$ cat config.mk
export PLATFORM = sky130hd
export DESIGN_NAME = argmin_selector
export DESIGN_NICKNAME = d
export VERILOG_FILES = /design/src/rtl/argmin_selector.sv
export SDC_FILE = /design/constraint.sdc
export NUM_CORES = 1
export LEC_CHECK = 0
export ABC_CLOCK_PERIOD_IN_PS = 4300
export CAP_MARGIN = 20
export CORE_MARGIN = 5
export CORE_UTILIZATION = 52
export DETAILED_ROUTE_END_ITERATION = 10
export HOLD_SLACK_MARGIN = 0.03
export PLACE_DENSITY = 0.94
export SLEW_MARGIN = 25
export SYNTH_ARGS = -nofsm -noshare
export SYNTH_HDL_FRONTEND = slang
export SYNTH_SLANG_ARGS = --single-unit
$ cat constraint.sdc
create_clock -name clk -period 4.3 [get_ports clk]
set_input_delay 0.86 -clock clk [delete_from_list [all_inputs] [get_ports clk]]
set_output_delay 0.86 -clock clk [all_outputs]
set_load 0.03 [all_outputs]
$ cat src/rtl/argmin_selector.sv
// Streams K squared distances per data point and reports the index and value
// of the smallest one, holding the result until downstream accepts it.
module argmin_selector #(
  parameter int K     = 4,
  parameter int IDX_W = 2
) (
  input  logic             clk,
  input  logic             rst,
  input  logic             clear,
  input  logic             dist_valid,
  output logic             dist_ready,
  input  logic [31:0]      dist_sq,
  output logic             label_valid,
  input  logic             label_ready,
  output logic [IDX_W-1:0] label,
  output logic [31:0]      min_dist,
  output logic [15:0]      points_done
);

  localparam int unsigned DIST_W = 32;
  localparam int unsigned CNT_W  = 16;

  typedef enum logic {ACCUM, HOLD} state_t;

  state_t              state_q, state_nxt;
  logic [IDX_W-1:0]    cnt_q, cnt_nxt;
  logic [IDX_W-1:0]    idx_nxt;
  logic [DIST_W-1:0]   min_nxt;
  logic [CNT_W-1:0]    points_nxt;
  logic                accept;

  // Next-state and running-minimum update; clear outranks both handshakes.
  always_comb begin
    state_nxt  = state_q;
    cnt_nxt    = cnt_q;
    idx_nxt    = label;
    min_nxt    = min_dist;
    points_nxt = points_done;
    accept     = dist_valid && dist_ready;

    if (clear) begin
      state_nxt = ACCUM;
      cnt_nxt   = '0;
    end else begin
      unique case (state_q)
        ACCUM: begin
          if (accept) begin
            if (cnt_q == '0) begin
              min_nxt = dist_sq;
              idx_nxt = '0;
            end else if (dist_sq < min_dist) begin
              min_nxt = dist_sq;
              idx_nxt = cnt_q;
            end
            if (cnt_q == IDX_W'(K - 1)) begin
              cnt_nxt   = '0;
              state_nxt = HOLD;
            end else begin
              cnt_nxt = cnt_q + IDX_W'(1);
            end
          end
        end
        HOLD: begin
          if (label_ready) begin
            state_nxt  = ACCUM;
            points_nxt = points_done + CNT_W'(1);
          end
        end
        default: state_nxt = ACCUM;
      endcase
    end
  end

  // Running min/index double as the presented result; they are frozen in HOLD.
  always_ff @(posedge clk) begin
    if (rst) begin
      state_q     <= ACCUM;
      cnt_q       <= '0;
      label       <= '0;
      min_dist    <= '0;
      points_done <= '0;
      label_valid <= 1'b0;
      dist_ready  <= 1'b1;
    end else begin
      state_q     <= state_nxt;
      cnt_q       <= cnt_nxt;
      label       <= idx_nxt;
      min_dist    <= min_nxt;
      points_done <= points_nxt;
      label_valid <= (state_nxt == HOLD);
      dist_ready  <= (state_nxt == ACCUM);
    end
  end

endmodule

==> flow_summary.yaml <==
# synthesis and place-and-route metrics
run_status:
  outcome: "finished, final reports clean"
timing:
  worst_pin_slew_ns: 0.647
  period_used_pct: 74.2
  slew_viol_final: 0
  fin_tns_setup_ns: 0
  period_minus_slack_ns: 3.19
  rsz0062_at_grt: "false"
  clock.fmax_mhz: 313
  fin_ws_ns: 1.11
  timing.hold.ws_ns: 0.495
min_path:
  min_path_cells: 2
  hold-path-endpoint: "min_dist[3]$_SDFFE_PP0P_"
  hold_path_class: "flip-flop to flip-flop"
  min_from: "min_dist[3]$_SDFFE_PP0P_"
global_routing:
  antenna_found_initial: 0
  grt_max_degree: 88
  grt_usage_pct: 18.9
  grt_pass1_vias: 2745
  overflow: 0
detailed_routing:
  antenna_left: 0
  wl_per_cell_um: 13.8
  first_pass_iters: 4
  vias: 2653
  drc_errors: 0
  drtIter0Drc: 81
worst_setup_path:
  crit_buf_inv: 2
  critPathLaunchType: "input port"
  cp-end-kind: "flip-flop"
  timing.rr.end: "min_dist[10]$_SDFFE_PP0P_"
  critPathArrivalTime_ns: 3.43
  max_stage_delay_ns: 0.46
  cp_max_fo: 19
  criticalPathCategory: "input port to flip-flop"
  r2r_cells: 8
  cp-endpoint: "min_dist[10]$_SDFFE_PP0P_"
  critPathTopFamily: "AND-OR/OR-AND gates"
  crit_chain: "clkdlybuf4s50_1 -> ha_1 -> a21o_1 -> a221o_1 -> a2111o_1 -> a211oi_4 -> buf_4 -> mux2i_1"
  crit_required_ns: 4.54
  crit_slowest_cell: "a2111o_1"
cells_and_area:
  fillers: 462
  fin_util_pct: 70.0
  mostFrequentLayoutCells: "clkdlybuf4s50_1 (87), nand2b_1 (67), dfxtp_1 (54)"
  lay_top_count: "clkdlybuf4s50_1"
  fin_cells: 514
  drive_gt1_share_pct: 2.96
  antenna_cells: 0
  regArea_um2: 1080
  comb_area_um2: 1870
  nets: 509
placed_design:
  place.gp.congestion: 0.764
  dp_cells: 506
  placed_area_um2: 4070
  portBuffers: 88
  place_ws_ns: 0.798
job:
  warnings: 27
  cap_violations: 0
synthesis:
  logic_family: "simple AND/OR/NAND/NOR gates"
  yosys-stat-cells: 355
  yosys.area_share.xor_xnor_pct: 2.75
  yosysChipArea_um2: 3190
  syn_inst: 355
  ys.flops: 54
  ys_sh_mux_pct: 11.3
  syn_area_um2: 3190
  top_area_share_pct: 33.9
  adder_share_pct: 13.3
  top_cells_by_count: "nand2b_1 (67), dfxtp_1 (54), inv_1 (37), mux2i_1 (36), ha_1 (34)"
  synthArstFlopShare_pct: 0
  simple_gate_share_pct: 24.1
  topCellsByArea: "dfxtp_1 (34%), ha_1 (13%), nand2b_1 (13%)"
  syn_nets: 426
  yosysTopAreaCell: "dfxtp_1"
  edf_count: 0
  synth_seq_share_pct: 33.9
  synth_cell_types: 35
clock_network:
  hold_buffers: 0
  path_clk_slew_ns: 0.10
  cts-root-buf: "clkbuf_8"
  cts-root-to-sink-buffers: 2
  cts_sinks: 54
  cts_setup_buffers: 0
  postCtsResizedCells: 0
  htree_levels: 2
  cts_tree: "built"
die:
  pin_count: 89
  die_area_um2: 7800
  initCoreUtil_pct: 53.6
  die_w_um: 88.3
  dieHeight_um: 88.3
  rows: 28
power_and_ir_drop:
  peakVddDrop_mv: 0.151
  p_leak_nw: 1.54
  total_power_mw: 1.06
[final cells by class]
| class | instances | share of cell area, % |
|---|---|---|
| multi-input combinational | 250 | 44.8 |
| sequential | 54 | 25.9 |
| timing repair buffer | 90 | 21.4 |
| inverter | 37 | 3.33 |
| tap | 75 | 2.25 |
| clock buffer | 5 | 1.65 |
| clock inverter | 3 | 0.600 |
[power by group]
group          internal (mW)  leakage [nW]  switching [mW]  total [mW]
logic                  0.118          1.06           0.117       0.236
clock network          0.118        0.0447           0.175       0.293
registers              0.517         0.439          0.0138       0.531
[state kept, by name, summed over array words and instances, names as in the netlist]
register / count
min_dist: 32
points_done: 16
cnt_q: 2
label: 2
dist_ready: 1
state_q: 1
[metal layers]
metal	GRT usage, %	wire length, µm
met2	33.4	3450
met5	0	0
met1	22.2	3070
met3	6.33	524
met4	4.12	65
==> images/clock_map.png <==
Bar = 20 µm.
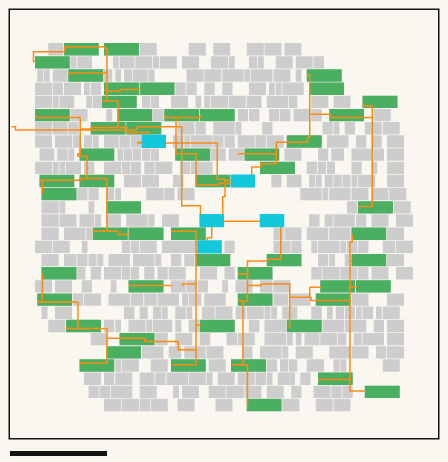
- flip-flops: green (count 54)
- cells driving clock nets: cyan (count 5)
- clock wires: orange (length 620 µm)
- routed clock nets: 6
Clock power frac: 27.7%
Setup Skew: 0.00679 ns
Worst-Skew Late Latency: 0.30 ns
P_clk: 0.293 mW

==> images/cell_classes.png <==
Bar = 20 µm.
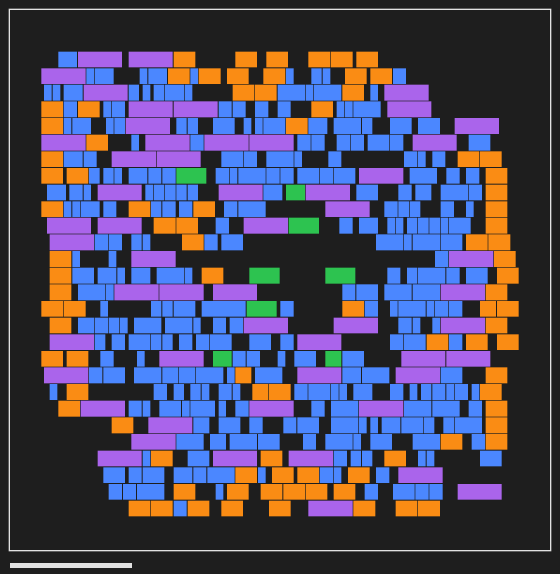
- other buffers and delay cells: orange (cells 90; share of their area 22%)
- clock drivers and dummy loads: green (cells 8; share of their area 2.3%)
- all other logic: blue (cells 287; share of their area 49%)
- flip-flops: purple (cells 54; share of their area 27%)
Core Box Area: 5960 µm²
Finished Cell Area: 4170 µm²
sequential share of cell area: 25.9%

Power is estimated from default activity; no workload was simulated.
